`src/rtl/ibex_ahb_pkg.sv`:
```
// ----------------------------------------------------------------------------
// ibex_ahb_pkg
// Shared constants and types for the Ibex-to-AHB-Lite arbiter slice:
//   - HTRANS encodings (only IDLE and NONSEQ are ever issued)
//   - HSIZE encodings for byte / halfword / word transfers
//   - HRESP encodings
//   - owner_e: which requester owns the AHB data phase in flight
// ----------------------------------------------------------------------------
package ibex_ahb_pkg;

    localparam logic [1:0] HTRANS_IDLE   = 2'b00;
    localparam logic [1:0] HTRANS_NONSEQ = 2'b10;

    localparam logic [2:0] HSIZE_BYTE = 3'b000;
    localparam logic [2:0] HSIZE_HALF = 3'b001;
    localparam logic [2:0] HSIZE_WORD = 3'b010;

    localparam logic HRESP_OKAY  = 1'b0;
    localparam logic HRESP_ERROR = 1'b1;

    typedef enum logic [1:0] {
        OWN_NONE  = 2'd0,
        OWN_INSTR = 2'd1,
        OWN_DATA  = 2'd2
    } owner_e;

endpackage

```
`src/rtl/ibex_ahb_arbiter_if.sv`:
```
// ----------------------------------------------------------------------------
// ibex_ahb_arbiter_if
// Bundles the Ibex instruction-fetch and LSU request/grant/rvalid signals
// together with the AHB-Lite master port that the arbiter shares between them.
//   modport master : arbiter view (consumes requests and AHB responses,
//                    drives grants, responses and the AHB address/data phase)
//   modport slave  : environment view (core requesters plus AHB fabric)
// Fetch side : instr_req_i, instr_addr_i / instr_gnt_o, instr_rvalid_o,
//              instr_rdata_o, instr_err_o
// LSU side   : data_req_i, data_we_i, data_be_i, data_addr_i, data_wdata_i /
//              data_gnt_o, data_rvalid_o, data_rdata_o, data_err_o
// AHB side   : HADDR, HTRANS, HSIZE, HWRITE, HPROT, HWDATA / HRDATA, HREADY,
//              HRESP
// ----------------------------------------------------------------------------
interface ibex_ahb_arbiter_if;
    import ibex_ahb_pkg::*;

    logic        instr_req_i;
    logic [31:0] instr_addr_i;
    logic        instr_gnt_o;
    logic        instr_rvalid_o;
    logic [31:0] instr_rdata_o;
    logic        instr_err_o;

    logic        data_req_i;
    logic        data_we_i;
    logic [3:0]  data_be_i;
    logic [31:0] data_addr_i;
    logic [31:0] data_wdata_i;
    logic        data_gnt_o;
    logic        data_rvalid_o;
    logic [31:0] data_rdata_o;
    logic        data_err_o;

    logic [31:0] HADDR;
    logic [1:0]  HTRANS;
    logic [2:0]  HSIZE;
    logic        HWRITE;
    logic [3:0]  HPROT;
    logic [31:0] HWDATA;
    logic [31:0] HRDATA;
    logic        HREADY;
    logic        HRESP;

    modport master (
        input  instr_req_i, instr_addr_i,
        output instr_gnt_o, instr_rvalid_o, instr_rdata_o, instr_err_o,
        input  data_req_i, data_we_i, data_be_i, data_addr_i, data_wdata_i,
        output data_gnt_o, data_rvalid_o, data_rdata_o, data_err_o,
        output HADDR, HTRANS, HSIZE, HWRITE, HPROT, HWDATA,
        input  HRDATA, HREADY, HRESP
    );

    modport slave (
        output instr_req_i, instr_addr_i,
        input  instr_gnt_o, instr_rvalid_o, instr_rdata_o, instr_err_o,
        output data_req_i, data_we_i, data_be_i, data_addr_i, data_wdata_i,
        input  data_gnt_o, data_rvalid_o, data_rdata_o, data_err_o,
        input  HADDR, HTRANS, HSIZE, HWRITE, HPROT, HWDATA,
        output HRDATA, HREADY, HRESP
    );

endinterface

```
`src/rtl/ibex_ahb_be_decode.sv`:
```
// ----------------------------------------------------------------------------
// ibex_ahb_be_decode
// Combinational mapping of LSU byte enables onto an AHB transfer size and the
// two low address bits.
//   be_i       in  4  byte enables
//   hsize_o    out 3  AHB HSIZE
//   addr_lsb_o out 2  HADDR[1:0]
// Byte and naturally aligned halfword patterns map to narrow transfers; any
// other pattern (including sparse or misaligned ones) is issued as a word.
// ----------------------------------------------------------------------------
module ibex_ahb_be_decode
    import ibex_ahb_pkg::*;
(
    input  logic [3:0] be_i,
    output logic [2:0] hsize_o,
    output logic [1:0] addr_lsb_o
);

    // Byte-enable pattern to (size, low address) lookup
    always_comb begin
        hsize_o    = HSIZE_WORD;
        addr_lsb_o = 2'b00;
        case (be_i)
            4'b0001: begin hsize_o = HSIZE_BYTE; addr_lsb_o = 2'b00; end
            4'b0010: begin hsize_o = HSIZE_BYTE; addr_lsb_o = 2'b01; end
            4'b0100: begin hsize_o = HSIZE_BYTE; addr_lsb_o = 2'b10; end
            4'b1000: begin hsize_o = HSIZE_BYTE; addr_lsb_o = 2'b11; end
            4'b0011: begin hsize_o = HSIZE_HALF; addr_lsb_o = 2'b00; end
            4'b1100: begin hsize_o = HSIZE_HALF; addr_lsb_o = 2'b10; end
            4'b1111: begin hsize_o = HSIZE_WORD; addr_lsb_o = 2'b00; end
            default: begin hsize_o = HSIZE_WORD; addr_lsb_o = 2'b00; end
        endcase
    end

endmodule

```
`src/rtl/ibex_ahb_arbiter.sv`:
```
// ----------------------------------------------------------------------------
// ibex_ahb_arbiter
// Shares one AHB-Lite master port between the Ibex instruction-fetch and LSU
// request/grant/rvalid interfaces. Address and data phases are pipelined: a
// new address phase may be granted in the same cycle the previous data phase
// completes, giving one transfer per cycle at zero wait states.
//
// Ports:
//   HCLK     in   system clock
//   HRESETn  in   asynchronous active-low reset
//   bus      ibex_ahb_arbiter_if.master (fetch, LSU and AHB signals)
// Parameters:
//   INSTR_HPROT  HPROT for fetches   (opcode, privileged)
//   DATA_HPROT   HPROT for LSU       (data,   privileged)
// Configuration macro:
//   IBEX_AHB_RR_EN  defined   -> round-robin arbitration between requesters
//                   undefined -> fixed priority, LSU above fetch
// ----------------------------------------------------------------------------
module ibex_ahb_arbiter
    import ibex_ahb_pkg::*;
#(
    parameter logic [3:0] INSTR_HPROT = 4'b0010,
    parameter logic [3:0] DATA_HPROT  = 4'b0011
) (
    input logic               HCLK,
    input logic               HRESETn,
    ibex_ahb_arbiter_if.master bus
);

    logic        sel_instr_s;
    logic        sel_data_s;
    logic        instr_gnt_s;
    logic        data_gnt_s;

    logic [2:0]  be_hsize_s;
    logic [1:0]  be_lsb_s;

    logic [31:0] haddr_s;
    logic [1:0]  htrans_s;
    logic [2:0]  hsize_s;
    logic        hwrite_s;
    logic [3:0]  hprot_s;

    owner_e      owner_q;
    owner_e      owner_d;
    logic [31:0] hwdata_q;
    logic [31:0] hwdata_d;

    logic        instr_rvalid_s;
    logic        data_rvalid_s;

    // The LSU supplies a word address; the low bits come from the byte enables.
    logic        unused_data_addr_lsb_s;
    assign unused_data_addr_lsb_s = ^bus.data_addr_i[1:0];

    ibex_ahb_be_decode u_be_decode (
        .be_i       (bus.data_be_i),
        .hsize_o    (be_hsize_s),
        .addr_lsb_o (be_lsb_s)
    );

`ifdef IBEX_AHB_RR_EN
    // Set when fetch should win the next contended cycle.
    logic rr_instr_q;
    logic rr_instr_d;

    // Arbitration: a lone requester wins, contention goes to the one not granted last
    always_comb begin
        sel_instr_s = 1'b0;
        sel_data_s  = 1'b0;
        if (!HRESETn) begin
            sel_instr_s = 1'b0;
            sel_data_s  = 1'b0;
        end else if (bus.instr_req_i && bus.data_req_i) begin
            sel_instr_s = rr_instr_q;
            sel_data_s  = ~rr_instr_q;
        end else begin
            sel_instr_s = bus.instr_req_i;
            sel_data_s  = bus.data_req_i;
        end
    end

    // Pointer next state: flip to the other requester after every grant
    always_comb begin
        rr_instr_d = rr_instr_q;
        if (instr_gnt_s) begin
            rr_instr_d = 1'b0;
        end else if (data_gnt_s) begin
            rr_instr_d = 1'b1;
        end else begin
            rr_instr_d = rr_instr_q;
        end
    end

    // Round-robin pointer register; fetch has the first turn after reset
    always_ff @(posedge HCLK or negedge HRESETn) begin
        if (!HRESETn) begin
            rr_instr_q <= 1'b1;
        end else begin
            rr_instr_q <= rr_instr_d;
        end
    end
`else
    // Arbitration: LSU strictly above fetch
    always_comb begin
        sel_instr_s = 1'b0;
        sel_data_s  = 1'b0;
        if (!HRESETn) begin
            sel_instr_s = 1'b0;
            sel_data_s  = 1'b0;
        end else begin
            sel_data_s  = bus.data_req_i;
            sel_instr_s = bus.instr_req_i & ~bus.data_req_i;
        end
    end
`endif

    // Wait states stall the grant, so the address phase stays on the bus
    // unchanged while the requester holds its request.
    assign instr_gnt_s = sel_instr_s & bus.HREADY;
    assign data_gnt_s  = sel_data_s  & bus.HREADY;

    // Address-phase mux driven from the arbitration winner
    always_comb begin
        haddr_s  = 32'h0000_0000;
        htrans_s = HTRANS_IDLE;
        hsize_s  = 3'b000;
        hwrite_s = 1'b0;
        hprot_s  = 4'b0000;
        if (sel_data_s) begin
            haddr_s  = {bus.data_addr_i[31:2], be_lsb_s};
            htrans_s = HTRANS_NONSEQ;
            hsize_s  = be_hsize_s;
            hwrite_s = bus.data_we_i;
            hprot_s  = DATA_HPROT;
        end else if (sel_instr_s) begin
            haddr_s  = bus.instr_addr_i;
            htrans_s = HTRANS_NONSEQ;
            hsize_s  = HSIZE_WORD;
            hwrite_s = 1'b0;
            hprot_s  = INSTR_HPROT;
        end else begin
            haddr_s  = 32'h0000_0000;
            htrans_s = HTRANS_IDLE;
            hsize_s  = 3'b000;
            hwrite_s = 1'b0;
            hprot_s  = 4'b0000;
        end
    end

    // Data-phase next state: advances only when the current data phase completes
    always_comb begin
        owner_d  = owner_q;
        hwdata_d = hwdata_q;
        if (bus.HREADY) begin
            if (instr_gnt_s) begin
                owner_d = OWN_INSTR;
            end else if (data_gnt_s) begin
                owner_d = OWN_DATA;
            end else begin
                owner_d = OWN_NONE;
            end
            if (data_gnt_s && bus.data_we_i) begin
                hwdata_d = bus.data_wdata_i;
            end else begin
                hwdata_d = hwdata_q;
            end
        end else begin
            owner_d  = owner_q;
            hwdata_d = hwdata_q;
        end
    end

    // Data-phase owner and write-data registers
    always_ff @(posedge HCLK or negedge HRESETn) begin
        if (!HRESETn) begin
            owner_q  <= OWN_NONE;
            hwdata_q <= 32'h0000_0000;
        end else begin
            owner_q  <= owner_d;
            hwdata_q <= hwdata_d;
        end
    end

    // Responses complete on the HREADY=1 cycle of the owner's data phase; for
    // an ERROR this is the second cycle of the two-cycle response.
    assign instr_rvalid_s = (owner_q == OWN_INSTR) & bus.HREADY;
    assign data_rvalid_s  = (owner_q == OWN_DATA)  & bus.HREADY;

    assign bus.instr_gnt_o    = instr_gnt_s;
    assign bus.data_gnt_o     = data_gnt_s;
    assign bus.instr_rvalid_o = instr_rvalid_s;
    assign bus.data_rvalid_o  = data_rvalid_s;
    assign bus.instr_rdata_o  = bus.HRDATA;
    assign bus.data_rdata_o   = bus.HRDATA;
    assign bus.instr_err_o    = (bus.HRESP == HRESP_ERROR) & instr_rvalid_s;
    assign bus.data_err_o     = (bus.HRESP == HRESP_ERROR) & data_rvalid_s;

    assign bus.HADDR  = haddr_s;
    assign bus.HTRANS = htrans_s;
    assign bus.HSIZE  = hsize_s;
    assign bus.HWRITE = hwrite_s;
    assign bus.HPROT  = hprot_s;
    assign bus.HWDATA = hwdata_q;

endmodule

```
`src/flat_wrapper.sv`:
```
// flat-port wrapper written by rule: the top's interface ports become plain ports
module ibex_ahb_arbiter_flat import ibex_ahb_pkg::*;
#(
    parameter logic [3:0] INSTR_HPROT = 4'b0010,
    parameter logic [3:0] DATA_HPROT  = 4'b0011
)
  (HCLK, HRESETn, bus_instr_req_i, bus_instr_addr_i, bus_instr_gnt_o, bus_instr_rvalid_o, bus_instr_rdata_o, bus_instr_err_o, bus_data_req_i, bus_data_we_i, bus_data_be_i, bus_data_addr_i, bus_data_wdata_i, bus_data_gnt_o, bus_data_rvalid_o, bus_data_rdata_o, bus_data_err_o, bus_HADDR, bus_HTRANS, bus_HSIZE, bus_HWRITE, bus_HPROT, bus_HWDATA, bus_HRDATA, bus_HREADY, bus_HRESP);
  ibex_ahb_arbiter_if bus_i ();
  input logic HCLK;
  input logic HRESETn;
  input wire logic [$bits(bus_i.instr_req_i)-1:0] bus_instr_req_i;
  input wire logic [$bits(bus_i.instr_addr_i)-1:0] bus_instr_addr_i;
  output wire logic [$bits(bus_i.instr_gnt_o)-1:0] bus_instr_gnt_o;
  output wire logic [$bits(bus_i.instr_rvalid_o)-1:0] bus_instr_rvalid_o;
  output wire logic [$bits(bus_i.instr_rdata_o)-1:0] bus_instr_rdata_o;
  output wire logic [$bits(bus_i.instr_err_o)-1:0] bus_instr_err_o;
  input wire logic [$bits(bus_i.data_req_i)-1:0] bus_data_req_i;
  input wire logic [$bits(bus_i.data_we_i)-1:0] bus_data_we_i;
  input wire logic [$bits(bus_i.data_be_i)-1:0] bus_data_be_i;
  input wire logic [$bits(bus_i.data_addr_i)-1:0] bus_data_addr_i;
  input wire logic [$bits(bus_i.data_wdata_i)-1:0] bus_data_wdata_i;
  output wire logic [$bits(bus_i.data_gnt_o)-1:0] bus_data_gnt_o;
  output wire logic [$bits(bus_i.data_rvalid_o)-1:0] bus_data_rvalid_o;
  output wire logic [$bits(bus_i.data_rdata_o)-1:0] bus_data_rdata_o;
  output wire logic [$bits(bus_i.data_err_o)-1:0] bus_data_err_o;
  output wire logic [$bits(bus_i.HADDR)-1:0] bus_HADDR;
  output wire logic [$bits(bus_i.HTRANS)-1:0] bus_HTRANS;
  output wire logic [$bits(bus_i.HSIZE)-1:0] bus_HSIZE;
  output wire logic [$bits(bus_i.HWRITE)-1:0] bus_HWRITE;
  output wire logic [$bits(bus_i.HPROT)-1:0] bus_HPROT;
  output wire logic [$bits(bus_i.HWDATA)-1:0] bus_HWDATA;
  input wire logic [$bits(bus_i.HRDATA)-1:0] bus_HRDATA;
  input wire logic [$bits(bus_i.HREADY)-1:0] bus_HREADY;
  input wire logic [$bits(bus_i.HRESP)-1:0] bus_HRESP;
  assign bus_i.instr_req_i = bus_instr_req_i;
  assign bus_i.instr_addr_i = bus_instr_addr_i;
  assign bus_instr_gnt_o = bus_i.instr_gnt_o;
  assign bus_instr_rvalid_o = bus_i.instr_rvalid_o;
  assign bus_instr_rdata_o = bus_i.instr_rdata_o;
  assign bus_instr_err_o = bus_i.instr_err_o;
  assign bus_i.data_req_i = bus_data_req_i;
  assign bus_i.data_we_i = bus_data_we_i;
  assign bus_i.data_be_i = bus_data_be_i;
  assign bus_i.data_addr_i = bus_data_addr_i;
  assign bus_i.data_wdata_i = bus_data_wdata_i;
  assign bus_data_gnt_o = bus_i.data_gnt_o;
  assign bus_data_rvalid_o = bus_i.data_rvalid_o;
  assign bus_data_rdata_o = bus_i.data_rdata_o;
  assign bus_data_err_o = bus_i.data_err_o;
  assign bus_HADDR = bus_i.HADDR;
  assign bus_HTRANS = bus_i.HTRANS;
  assign bus_HSIZE = bus_i.HSIZE;
  assign bus_HWRITE = bus_i.HWRITE;
  assign bus_HPROT = bus_i.HPROT;
  assign bus_HWDATA = bus_i.HWDATA;
  assign bus_i.HRDATA = bus_HRDATA;
  assign bus_i.HREADY = bus_HREADY;
  assign bus_i.HRESP = bus_HRESP;
  ibex_ahb_arbiter #(.INSTR_HPROT(INSTR_HPROT), .DATA_HPROT(DATA_HPROT)) u_core (.HCLK(HCLK), .HRESETn(HRESETn), .bus(bus_i));
endmodule
```
`config.mk`:
```
export PLATFORM = sky130hd
export DESIGN_NAME = ibex_ahb_arbiter_flat
export DESIGN_NICKNAME = d
export VERILOG_FILES = /design/src/rtl/ibex_ahb_pkg.sv /design/src/rtl/ibex_ahb_arbiter_if.sv /design/src/rtl/ibex_ahb_be_decode.sv /design/src/rtl/ibex_ahb_arbiter.sv /design/src/flat_wrapper.sv
export SDC_FILE = /design/constraint.sdc
export NUM_CORES = 1
export LEC_CHECK = 0
export ABC_AREA = 0
export CORE_AREA = 2 2 109 111
export CTS_CLUSTER_DIAMETER = 40
export DETAILED_ROUTE_END_ITERATION = 10
export DIE_AREA = 0 0 111 113
export PLACE_DENSITY = 0.66
export SLEW_MARGIN = 20
export SYNTH_ARGS = -nofsm -noshare
export SYNTH_HDL_FRONTEND = slang
export SYNTH_SLANG_ARGS = --single-unit
export TNS_END_PERCENT = 20
```
`constraint.sdc`:
```
create_clock -name HCLK -period 2.7 [get_ports HCLK]
set_input_delay 0.54 -clock HCLK [delete_from_list [all_inputs] [get_ports HCLK]]
set_output_delay 0.54 -clock HCLK [all_outputs]
set_load 0.01 [all_outputs]
```
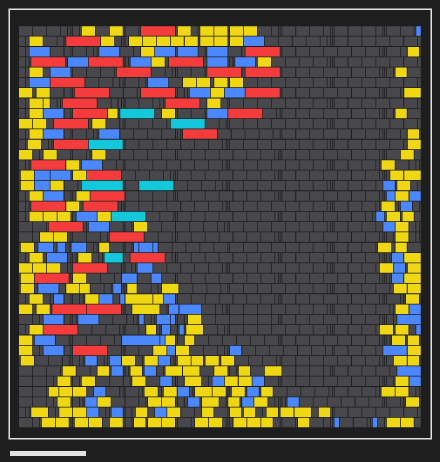
(cell classes on the final placement)
Bar = 20 um. Fill, decap, tap and diode cells in gray.
class	color	cells
other buffers and delay cells	yellow	191
all other logic	blue	93
clock drivers and dummy loads	cyan	7
flops	red	34

==> metrics.cfg <==
[outcome]
status=completed

[worst_setup_path]
cpMostUsedCell=clkdlybuf4s50_1

[grt]
met2_usage_pct=22.90
grt_max_degree=36

[final_timing]
fmax_ghz=0.3881

[pwr]
sw_frac_of_total_pct=24.17
pwr-share-comb_pct=37.0
top_power_group=combinational cells
p_leak_nw=2.073
comb_power_mw=0.782

[route]
vias_per_cell=4.182
top_layer=met4
ant_nets=0
drt_iter0_markers=52

[cells_and_area]
instances_no_fill=468
fin_area_um2=4109
diodes=0

[logic_synthesis]
xor_share_pct=0.7295
yosys_warnings=0
postSynthCellCount=204
yosys-top-cells-count=70 x buf_4, 34 x dfrtp_1, 30 x a22o_1, 30 x mux2_4, 7 x buf_2
aoi_share_pct=12.56
synthTopCellsByArea=dfrtp_1 35%, buf_4 22%, mux2_4 19%
synth_area_leader_cell=dfrtp_1
top_cell_area_share_pct=35.44

[clock_network]
cts_made_buffers=5
cts-root-buf=clkbuf_16
postCtsSetupBuffers=0

[floorplanning]
io_pins=283
fp_util_pct=21.30

[placement]
dp_cells=461
placed_area_um2=3875

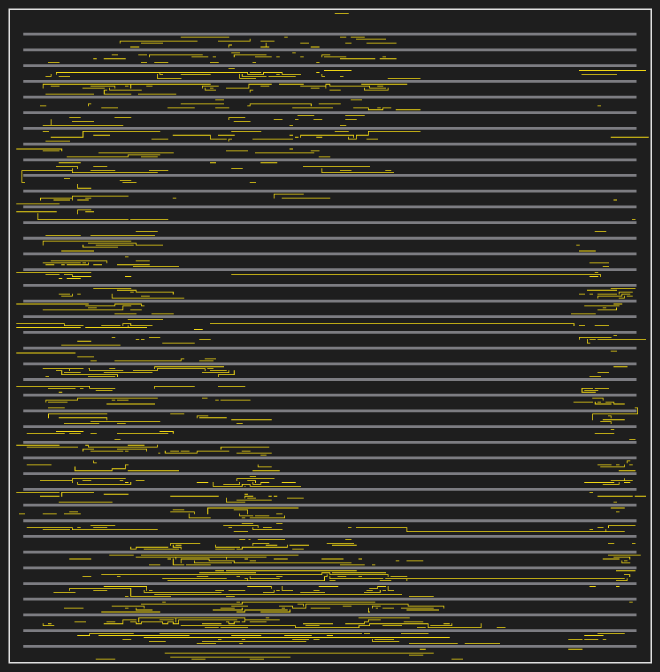
(met1 routing)
Supply wires on this layer in gray.
wire length on this layer	3110 um
main direction	horizontal

-- registers in the layout, summed over array words and instances, names as in the netlist --
| register | flops |
|---|---|
| u_core.bus.HWDATA | 32 |
| u_core.owner_q | 2 |
-- cells by family (layout without fill, tap and decap cells) --
kind of cell,Yosys count,after routing
muxes,34,34
DFF,34,34
buffers and inverters,81,199
AOI/OAI and AO/OA,35,35
other,1,4
and+or+nand+nor,17,17
xor gates and xnor gates,2,2
-- cell type report --
| class | instances | area, um2 | area share [%] |
|---|---|---|---|
| clock buffers | 6 | 138.9 | 3.380 |
| repair buffers | 191 | 1911 | 46.50 |
| multi-input cells | 92 | 996.0 | 24.24 |
| inverters | 1 | 3.754 | 0.09135 |
| well taps | 143 | 178.9 | 4.354 |
| flip-flops and latches | 34 | 850.8 | 20.71 |
| clock inverters | 1 | 30.03 | 0.7308 |
Power is estimated from default activity; no workload was simulated.
